[src/rtl/imem_arb_pkg.sv]
// Shared definitions for the instruction-memory arbiter.
// Holds the response-select encoding, the streak counter width and the
// default memory geometry used by the arbiter, the memory and the fetch stage.
package imem_arb_pkg;

  localparam int IMEM_ADDR_W = 5;
  localparam int IMEM_DATA_W = 32;
  localparam int IMEM_DEPTH  = 16;

  // Width of the fetch-starvation streak counter (STARVE_MAX <= 15).
  localparam int STREAK_W = 4;

  // Which requester owns the read response in the cycle after a grant.
  typedef enum logic [1:0] {
    RESP_NONE  = 2'd0,
    RESP_FETCH = 2'd1,
    RESP_LOAD  = 2'd2
  } resp_sel_e;

endpackage

[src/rtl/imem_arb_starve_ctr.sv]
// Fetch-starvation streak counter.
// Counts consecutive loader grants taken while fetch was also requesting and
// raises force_f_o once the count reaches STARVE_MAX, so the next contested
// cycle goes to fetch.
// Ports:
//   clk, rst   clock, asynchronous active-high reset
//   f_req_i    fetch is requesting this cycle
//   f_gnt_i    fetch granted this cycle
//   l_gnt_i    loader granted this cycle
//   lock_i     loader exclusive mode; holds the streak at zero
//   force_f_o  streak has reached STARVE_MAX
module imem_arb_starve_ctr
  import imem_arb_pkg::*;
#(
  parameter int STARVE_MAX = 4
) (
  input  logic clk,
  input  logic rst,
  input  logic f_req_i,
  input  logic f_gnt_i,
  input  logic l_gnt_i,
  input  logic lock_i,
  output logic force_f_o
);

  localparam logic [STREAK_W-1:0] MAX_L = STREAK_W'(STARVE_MAX);

  logic [STREAK_W-1:0] streak_q;
  logic [STREAK_W-1:0] streak_d;

  // A loader grant only counts against fetch when fetch was actually waiting.
  always_comb begin
    streak_d = streak_q;
    if (lock_i || !f_req_i || f_gnt_i) begin
      streak_d = '0;
    end else if (l_gnt_i && (streak_q != MAX_L)) begin
      streak_d = streak_q + 1'b1;
    end
  end

  always_ff @(posedge clk or posedge rst) begin
    if (rst) begin
      streak_q <= '0;
    end else begin
      streak_q <= streak_d;
    end
  end

  assign force_f_o = (streak_q == MAX_L);

endmodule

[src/rtl/imem_arbiter.sv]
// Two-port arbiter in front of the single-port instruction memory.
// Shares the memory between the core fetch port (read-only) and the
// loader/debug port (read/write), one access per cycle, read data returned
// exactly one cycle after the grant.
// Ports:
//   clk, rst                      clock, asynchronous active-high reset
//   f_req/f_addr                  fetch request; f_ready = grant
//   f_rvalid/f_rdata              fetch read response
//   l_req/l_we/l_lock/l_addr/l_wdata  loader request; l_ready = grant
//   l_rvalid/l_rdata              loader read response
//   l_err                         out-of-range loader access accepted
//   mem_addr/mem_wdata/mem_rw     memory drive (mem_rw low = write)
//   mem_rdata                     registered memory read data
//   dbg_resp_sel                  response-tracking state
//
// Handshake: a requester raises req with stable addr/we/wdata and keeps them
// until it sees its ready high; the access is accepted on the rising edge
// where ready = 1. Ready is a combinational grant, never registered, and
// rvalid carries no back-pressure.
module imem_arbiter
  import imem_arb_pkg::*;
#(
  parameter int ADDR_W     = IMEM_ADDR_W,
  parameter int DATA_W     = IMEM_DATA_W,
  parameter int DEPTH      = IMEM_DEPTH,
  parameter int STARVE_MAX = 4
) (
  input  logic              clk,
  input  logic              rst,
  input  logic              f_req,
  input  logic [ADDR_W-1:0] f_addr,
  output logic              f_ready,
  output logic              f_rvalid,
  output logic [DATA_W-1:0] f_rdata,
  input  logic              l_req,
  input  logic              l_we,
  input  logic              l_lock,
  input  logic [ADDR_W-1:0] l_addr,
  input  logic [DATA_W-1:0] l_wdata,
  output logic              l_ready,
  output logic              l_rvalid,
  output logic [DATA_W-1:0] l_rdata,
  output logic              l_err,
  output logic [ADDR_W-1:0] mem_addr,
  output logic [DATA_W-1:0] mem_wdata,
  output logic              mem_rw,
  input  logic [DATA_W-1:0] mem_rdata,
  output resp_sel_e         dbg_resp_sel
);

  localparam logic [ADDR_W:0] DEPTH_L = (ADDR_W+1)'(DEPTH);

  logic      f_oor;
  logic      l_oor;
  logic      f_gnt;
  logic      l_gnt;
  logic      force_f;
  resp_sel_e resp_sel_q;
  logic      oor_q;

  assign f_oor = ({1'b0, f_addr} >= DEPTH_L);
  assign l_oor = ({1'b0, l_addr} >= DEPTH_L);

  // Loader wins contested cycles until the streak saturates. Grants are
  // masked during reset so nothing reaches the memory while rst is high.
  assign f_gnt = !rst && f_req && !l_lock && (!l_req || force_f);
  assign l_gnt = !rst && l_req && !f_gnt;

  assign f_ready = f_gnt;
  assign l_ready = l_gnt;
  assign l_err   = l_gnt && l_oor;

  imem_arb_starve_ctr #(
    .STARVE_MAX(STARVE_MAX)
  ) u_starve_ctr (
    .clk      (clk),
    .rst      (rst),
    .f_req_i  (f_req),
    .f_gnt_i  (f_gnt),
    .l_gnt_i  (l_gnt),
    .lock_i   (l_lock),
    .force_f_o(force_f)
  );

  // Memory drive. The write strobe only drops for an in-range loader write.
  always_comb begin
    mem_addr  = '0;
    mem_wdata = '0;
    mem_rw    = 1'b1;
    if (l_gnt) begin
      mem_addr  = l_addr;
      mem_wdata = l_wdata;
      mem_rw    = !(l_we && !l_oor);
    end else if (f_gnt) begin
      mem_addr = f_addr;
    end
  end

  // Response tracking: remembers who owns the read data arriving next cycle
  // and whether it must be forced to zero for an out-of-range address.
  always_ff @(posedge clk or posedge rst) begin
    if (rst) begin
      resp_sel_q <= RESP_NONE;
      oor_q      <= 1'b0;
    end else if (f_gnt) begin
      resp_sel_q <= RESP_FETCH;
      oor_q      <= f_oor;
    end else if (l_gnt && !l_we) begin
      resp_sel_q <= RESP_LOAD;
      oor_q      <= l_oor;
    end else begin
      resp_sel_q <= RESP_NONE;
      oor_q      <= 1'b0;
    end
  end

  assign f_rvalid     = (resp_sel_q == RESP_FETCH);
  assign l_rvalid     = (resp_sel_q == RESP_LOAD);
  assign f_rdata      = (f_rvalid && !oor_q) ? mem_rdata : '0;
  assign l_rdata      = (l_rvalid && !oor_q) ? mem_rdata : '0;
  assign dbg_resp_sel = resp_sel_q;

endmodule

[config.mk]
export PLATFORM = sky130hd
export DESIGN_NAME = imem_arbiter
export DESIGN_NICKNAME = d
export VERILOG_FILES = /design/src/rtl/imem_arb_pkg.sv /design/src/rtl/imem_arb_starve_ctr.sv /design/src/rtl/imem_arbiter.sv
export SDC_FILE = /design/constraint.sdc
export NUM_CORES = 1
export LEC_CHECK = 0
export CELL_PAD_IN_SITES_DETAIL_PLACEMENT = 1
export CELL_PAD_IN_SITES_GLOBAL_PLACEMENT = 1
export CORE_MARGIN = 2
export CORE_UTILIZATION = 13
export CTS_CLUSTER_SIZE = 10
export DETAILED_ROUTE_END_ITERATION = 6
export PLACE_DENSITY = 0.87
export SKIP_CTS_REPAIR_TIMING = 1
export SLEW_MARGIN = 5
export SYNTH_ARGS = -nofsm -noshare
export SYNTH_HDL_FRONTEND = slang
export SYNTH_HIERARCHICAL = 1
export SYNTH_SLANG_ARGS = --single-unit
[constraint.sdc]
create_clock -name clk -period 2.35 [get_ports clk]
set_clock_uncertainty 0.2 [all_clocks]
set_input_delay 0.3525 -clock clk [delete_from_list [all_inputs] [get_ports clk]]
set_output_delay 0.3525 -clock clk [all_outputs]
set_load 0.02 [all_outputs]
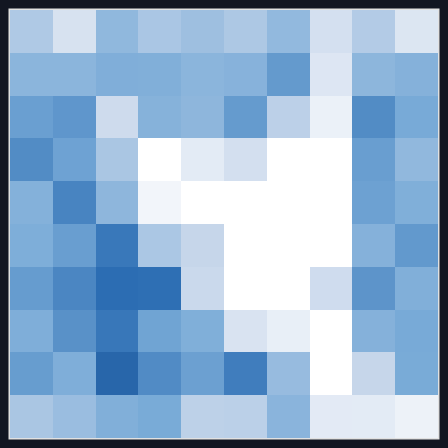
Fig. 1. Cell density map (run 1).
10 x 10 tiles, from white (low) to dark blue (high), 0 to 100% covered.
- tiles over 75% full: 2.0%
- fullest tile: 78%
- mean over tiles: 37%

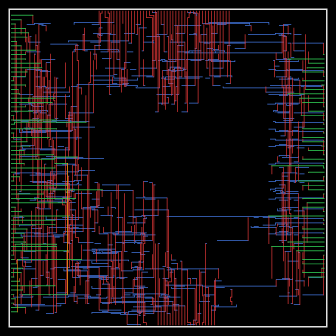
Fig. 2. Routed metal, one colour a layer (run 1).
- orange: M4 (wire length 57.1 µm)
- blue: M1 (wire length 2,380 µm)
- green: M3 (wire length 802 µm)
- red: M2 (wire length 4,050 µm)

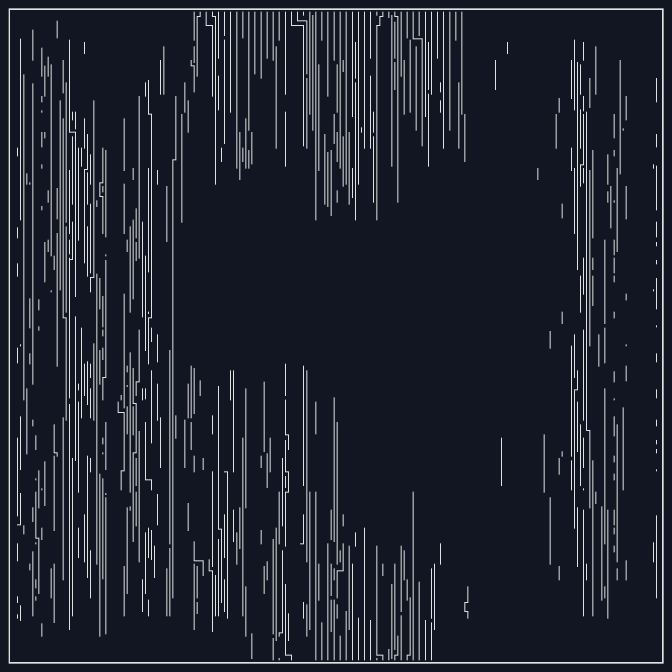
Fig. 3. The metal 2 layer (run 1).
- wire length on this layer: 4,050 µm
- main direction: vertical
- nets with wire on the layer: 401
- share of all routed wire: 56%

-- run 1: per-layer routing --
layer	part of all wire, %	track usage (%)	up-vias
met1	33	11.9	851
met5	0	0	-
met3	11	4.61	5
met4	0.78	1.58	0
met2	56	24.5	126
li1	-	-	890
-- run 1: stage by stage --
step / setup slack, ns / TNS, ns / hold slack [ns] / utilization [%]
after floorplan: 0.0710 / 0 / -0.0887 / -
after global placement: -0.300 / -11.12 / 0.382 / 37.5
after detailed placement: -0.346 / -12.70 / 0.390 / 37.5
after CTS: -0.498 / -23.76 / 0.245 / 38.0
after global routing: -0.0841 / -1.11 / 0.264 / 42.6
final: -0.000985 / -0.000985 / 0.240 / 42.6
-- run 1: where the power goes --
group          switching [µW]  total, µW  internal, µW
Sequential               1.65        125           124
Combinational             179        459           280
Clock                    49.9        167           117
-- run 1: final timing paths --
check | from | to | slack [ns] | cells past startpoint
worst min-delay path | rst | u_starve_ctr/streak_q[2] | 0.24 | 2
worst max-delay path | u_starve_ctr/streak_q[1] | mem_addr[2] | -0.001 | 9
worst max register to register | u_starve_ctr/streak_q[1] | u_starve_ctr/streak_q[3] | 0.08 | 11
max in group asynchronous | rst | oor_q | 1.53 | 3
worst min register to register | u_starve_ctr/streak_q[3] | u_starve_ctr/streak_q[3] | 0.44 | 3
min in group clk | u_starve_ctr/streak_q[3] | u_starve_ctr/streak_q[3] | 0.44 | 3
-- run 1: cells by family after synthesis --
family | after synthesis | share of synthesized area, %
mux | 2 | 1.72
buf+inv | 17 | 9.36
fa+ha+maj | 2 | 2.15
compound gates | 9 | 6.57
simple gates | 118 | 65.1
flops | 7 | 15.1
-- run 1: flip-flops by register name, indices dropped and copies added (netlist names) --
name                   count
dbg_resp_sel               2
u_starve_ctr/streak_q      4
oor_q                      1
==> results.txt, run 1 <==
impl run done, here's what came out: fraction of final layout cells with drive strength greater than 1=28.4%, 1st-pass router iterations=4, diode insertion count for antenna repair=0, die outline width=98.6 µm, vias per cell=4.01, fin nets=442, Seq area share=4.74%, yosys warning tally=6, Layout Cell Area excl Fill=0.00370 mm², Antenna Violating Nets Remaining=0, sequential cell count of the final layout=7, violations in the final reports=setup timing, sequential standard cell area=175 µm², number of unique standard cell types used by synthesis=23, portion of the layout cell area used by non-clock buffers=63.5%, Max-slew headroom=83.0%, Final Worst Setup Slack=-0.000985 ns, Pwr per Cell Area=203 mW/mm², layout filler cell count=969, initial antenna violation count=0, pins over their slew limit=0, TritonCTS clock tree=yes, cells in synth_stat.txt=155, dominant logic cell types in the final layout=83 x sky130_fd_sc_hd__clkdlybuf4s50_1, 74 x sky130_fd_sc_hd__and2_1, 64 x sky130_fd_sc_hd__dlymetal6s2s_1, count of flip-flops with a built-in enable after synthesis=0, run status=complete, but fails checks, Setup violations, final=1, Post-Synthesis Net Count=237, Syn Inst Count=155, Post-Synthesis Cell Area=0.00116 mm², wire length of the first global-routing pass=9510 µm, Non-clock buffers=211, Routed WL=7290 µm, Placer Congestion=0.783, number of rows created at floorplan=34, Clock Sinks=7, post-detailed-route wirelength per cell=15.6 µm, total area of multi-input combinational cells=970 µm², starting DRC count in detailed routing=29, buffer cell driving the clock tree root=sky130_fd_sc_hd__clkbuf_8, library cell contributing the largest single delay on the critical path=sky130_fd_sc_hd__dfrtp_1, hold violation total from the final report=0, via count of the first global-routing pass=1,916, category of the most critical setup path=reg -> out, Die Size=0.00971 mm², tap cell count=108, mean instance size in the synthesized netlist=7.50 µm², Cell area leaders=sky130_fd_sc_hd__and2_1 53%, sky130_fd_sc_hd__dfrtp_1 15%, sky130_fd_sc_hd__buf_6 4.8%, sky130_fd_sc_hd__a22o_1 3.8%, sky130_fd_sc_hd__clkbuf_2 2.6%, via count=1,872
Fig. 4: run 1, track usage over the die
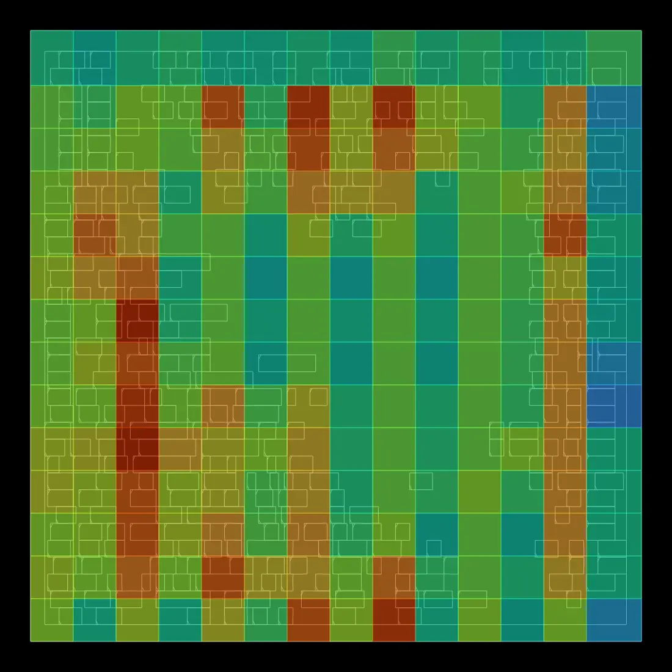

==> run 2, diff against run 1 <==
- MAX_ROUTING_LAYER: default -> met4
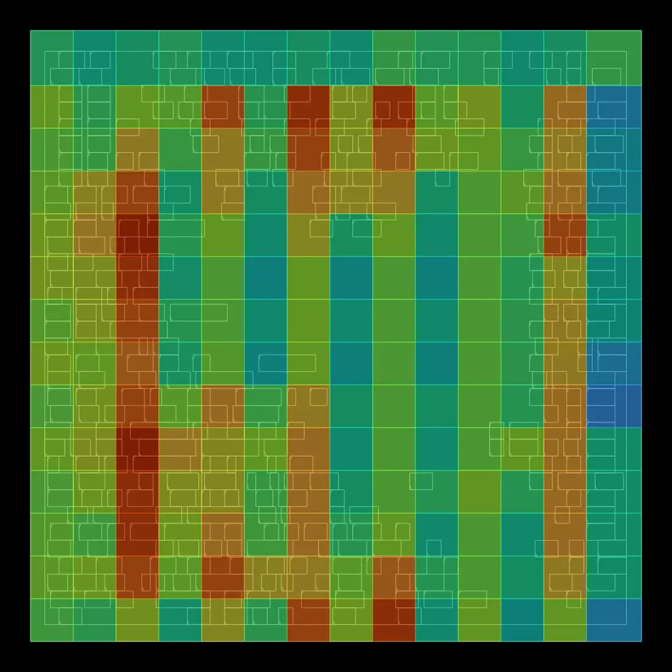
Fig. 5. Track usage over the die (run 2).
global-route track usage on met2: 24.4%
post-detailed-route wirelength per cell: 15.8 µm

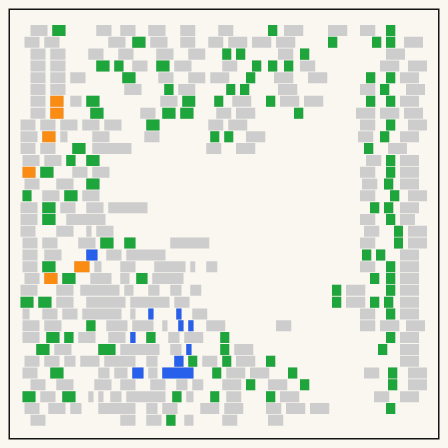
Fig. 6. Logic cells by family (run 2).
- green: and/or cells (cells 103; most used and2_1; where widely spread)
- blue: nand cells (cells 10; most used nand2_1; where bottom centre)
- orange: non-inverting ao/oa cells (cells 6; most used a22o_1)

==> results.txt, run 2 <==
impl run done, here's what came out: xor-xnor portion of the synthesized cell area=0% (unchanged), number of rows created at floorplan=34 (unchanged), vias per cell=4.02 (+0.32%), violations in the final reports=setup timing, starting DRC count in detailed routing=28 (-3.4%), FA/HA/MAJ Cells, Area Fraction=2.15% (unchanged), comb area leader=simple AND/OR/NAND/NOR gates, Post-Synthesis Cell Area=0.00116 mm² (unchanged), Syn Inst Count=155 (unchanged), Routed WL=7360 µm (+0.97%), via count of the first global-routing pass=1,918 (+0.10%), simple-gate share of the synthesized area=65.1% (unchanged), number of stages on the worst setup path=9 (unchanged), count of cells along the worst register-to-register path=11 (unchanged), Antenna Violating Nets Remaining=0 (unchanged), Placer Congestion=0.794 (+1.4%), initial antenna violation count=0 (unchanged), count of flip-flops with a built-in enable after synthesis=0 (unchanged), Final Worst Setup Slack=-0.0145 ns (-0.0135 ns), mux frac, synth=1.72% (unchanged), via count=1,878 (+0.32%), Pwr per Cell Area=204 mW/mm² (+0.18%), pins over their slew limit=0 (unchanged), Die Size=0.00971 mm² (unchanged), Post-Synthesis Net Count=237 (unchanged), fraction of final layout cells with drive strength greater than 1=29.2% (+0.84 points), diode insertion count for antenna repair=0 (unchanged), category of the most critical setup path=reg -> out, dominant logic cell types in the final layout=83 x sky130_fd_sc_hd__clkdlybuf4s50_1, 71 x sky130_fd_sc_hd__and2_1, 64 x sky130_fd_sc_hd__dlymetal6s2s_1, Setup violations, final=2 (+1), run status=complete, but fails checks, fin nets=442 (unchanged), Cell area leaders=sky130_fd_sc_hd__and2_1 53%, sky130_fd_sc_hd__dfrtp_1 15%, sky130_fd_sc_hd__buf_6 4.8%, sky130_fd_sc_hd__a22o_1 3.8%, sky130_fd_sc_hd__clkbuf_2 2.6%, Compound Share, Synth=6.57% (unchanged), cells in synth_stat.txt=155 (unchanged), final core utilization=42.7% (+0.058 points), hold violation total from the final report=0 (unchanged), layout filler cell count=964 (-0.52%), buffer cell driving the clock tree root=sky130_fd_sc_hd__clkbuf_8, Max-slew headroom=83.0% (unchanged), most flop-heavy register=u_starve_ctr/streak_q, Clock Sinks=7 (unchanged), library cell contributing the largest single delay on the critical path=sky130_fd_sc_hd__dfrtp_1, TritonCTS clock tree=yes
run 2: path summary, 6_finish.rpt:
kind	slack, ns	endpoint	from
worst max-delay path	-0.01	mem_addr[4]	u_starve_ctr/streak_q[1]
worst min-delay path	0.25	u_starve_ctr/streak_q[2]	rst
worst max register to register	0.07	u_starve_ctr/streak_q[3]	u_starve_ctr/streak_q[1]
worst min register to register	0.44	u_starve_ctr/streak_q[3]	u_starve_ctr/streak_q[3]
max in group asynchronous	1.52	oor_q	rst
min in group clk	0.44	u_starve_ctr/streak_q[3]	u_starve_ctr/streak_q[3]
run 2: per-stage QoR:
stage	setup slack [ns]	cell area, µm²	total power, µW	setup TNS, ns
global placement	-0.300	3250	532	-11.12
floorplan	0.0710	1160	273	0
detailed placement	-0.346	3250	541	-12.70
global route	-0.0929	3700	793	-1.20
CTS	-0.498	3300	710	-23.76
finish	-0.0145	3700	754	-0.0152
run 2: logic make-up after synthesis:
logic type / count (synthesis)
multiplexers: 2
buffers and inverters: 17
flip-flops: 7
AND-OR/OR-AND: 9
adder cells (fa/ha/maj): 2
AND/OR/NAND/NOR: 118
run 2: area by class of cell:
type	instances	area [µm²]	area share, %
Multi-Input combinational cell	131	977	26.4
Timing Repair Buffer	211	2340	63.3
Sequential cell	7	175	4.73
Inverter	6	25.0	0.676
Tap cell	108	135	3.65
Clock buffer	4	45.0	1.22
run 2: report_power, final:
group / total [µW] / switching (µW) / internal, µW
Sequential: 125 / 1.67 / 124
Clock: 167 / 50.2 / 117
Combinational: 461 / 180 / 281
run 2: routing by layer:
layer | GRT usage (%) | part of all wire, % | wire (µm)
met4 | 1.58 | 0.69 | 51
met2 | 24.4 | 56 | 4120
met1 | 12.7 | 33 | 2460
met5 | - | 0 | 0
met3 | 3.33 | 9.9 | 726
==> run 3, diff against run 2 <==
- CTS_CLUSTER_SIZE: 10 -> 28
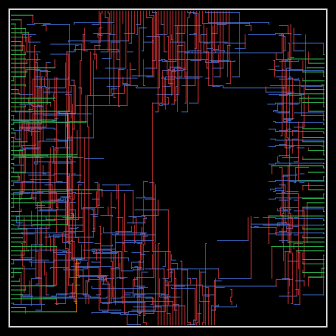
Fig. 7. Routed metal, one colour a layer (run 3).
- blue: M1 (wire length 2,460 µm)
- orange: M4 (wire length 51.0 µm)
- green: M3 (wire length 727 µm)
- red: M2 (wire length 4,120 µm)

==> results.txt, run 3 <==
impl run done, here's what came out: run status=complete, but fails checks, violations in the final reports=setup timing, Internal Dissipation=522 µW (unchanged), combinational power=461 µW (about the same), reg2reg start=u_starve_ctr/streak_q[1], Antenna Violating Nets Remaining=0 (unchanged), Routed WL=7360 µm (unchanged), endpoint of the worst register-to-register path=u_starve_ctr/streak_q[3], Final Worst Setup Slack=-0.0145 ns (unchanged), total sequential power=125 µW (about the same), Die Size=0.00971 mm² (unchanged), Setup violations, final=2 (unchanged), Cell area leaders=sky130_fd_sc_hd__and2_1 53%, sky130_fd_sc_hd__dfrtp_1 15%, sky130_fd_sc_hd__buf_6 4.8%, sky130_fd_sc_hd__a22o_1 3.8%, sky130_fd_sc_hd__clkbuf_2 2.6%, initial antenna violation count=0 (unchanged), Pwr per Cell Area=204 mW/mm² (unchanged), Post-Synthesis Cell Area=0.00116 mm² (unchanged), group drawing the most power=combinational cells, power share of the sequential group=16.6% (about the same), TritonCTS clock tree=yes, power in the clock group=167 µW (about the same), dominant logic cell types in the final layout=83 x sky130_fd_sc_hd__clkdlybuf4s50_1, 71 x sky130_fd_sc_hd__and2_1, 64 x sky130_fd_sc_hd__dlymetal6s2s_1, clock power share=22.2% (about the same), Placer Congestion=0.794 (unchanged), combinational share of power=61.2% (about the same), count of flip-flops with a built-in enable after synthesis=0 (unchanged), category of the most critical setup path=reg -> out, Max-slew headroom=83.0% (unchanged), via count=1,878 (unchanged), Syn Inst Count=155 (unchanged)
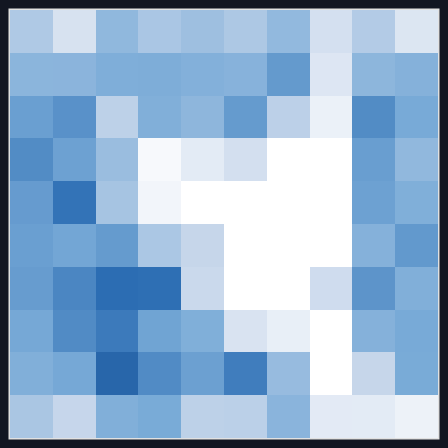
Fig. 8. Cell density map (run 3).
10 x 10 tiles, from white (low) to dark blue (high), 0 to 100% covered.
final core utilization: 42.7%
initial cell density of the core: 13.4%
core region area: 0.00868 mm²

run 3: cell counts in the layout (fill, tap and decap cells not counted):
Identical to the previous run, type by type.
run 3: final cells by class:
class | instances | area (µm²)
Fill cell | 964 | 4980
Timing Repair Buffer | 211 | 2340
Multi-Input combinational cell | 131 | 977
Sequential cell | 7 | 175
Tap cell | 108 | 135
Clock buffer | 4 | 45.0
Inverter | 6 | 25.0
run 3: logic make-up after synthesis:
| logic type | synth area share, % |
|---|---|
| compound gates | 6.57 |
| fa+ha+maj | 2.15 |
| buf+inv | 9.36 |
| flops | 15.1 |
| mux | 1.72 |
| simple gates | 65.1 |
run 3: worst max path at each step:
stage | from | to | slack [ns] | depth (start not counted)
3_3_place_gp | l_lock | mem_addr[0] | -0.30 | 6
3_5_place_dp | l_lock | mem_addr[3] | -0.35 | 6
6_report | u_starve_ctr/streak_q[1] | mem_addr[4] | -0.01 | 9
4_1_cts | u_starve_ctr/streak_q[0] | mem_addr[3] | -0.50 | 9
2_1_floorplan | u_starve_ctr/streak_q[0] | mem_addr[0] | 0.07 | 7
5_1_grt | u_starve_ctr/streak_q[0] | mem_wdata[29] | -0.09 | 9
run 3: metrics by stage:
step           hold WS (ns)  TNS [ns]  setup WS [ns]  utilization [%]  total power [µW]
2_1_floorplan       -0.0887         0         0.0710                -               273
3_3_place_gp          0.382    -11.12         -0.300             37.5               532
3_5_place_dp          0.390    -12.70         -0.346             37.5               541
4_1_cts               0.245    -23.76         -0.498             38.0               710
5_1_grt               0.264     -1.20        -0.0929             42.7               793
6_report              0.250   -0.0152        -0.0145             42.7               754
run 3: layer usage:
layer,part of all wire (%),up-vias,global-route usage [%]
met2,56,126,24.4
met5,0,-,-
li1,-,890,-
met4,0.69,0,1.58
met3,9.9,4,3.33
met1,33,858,12.7
No activity file was given, so power comes from the tool's default toggle rates.
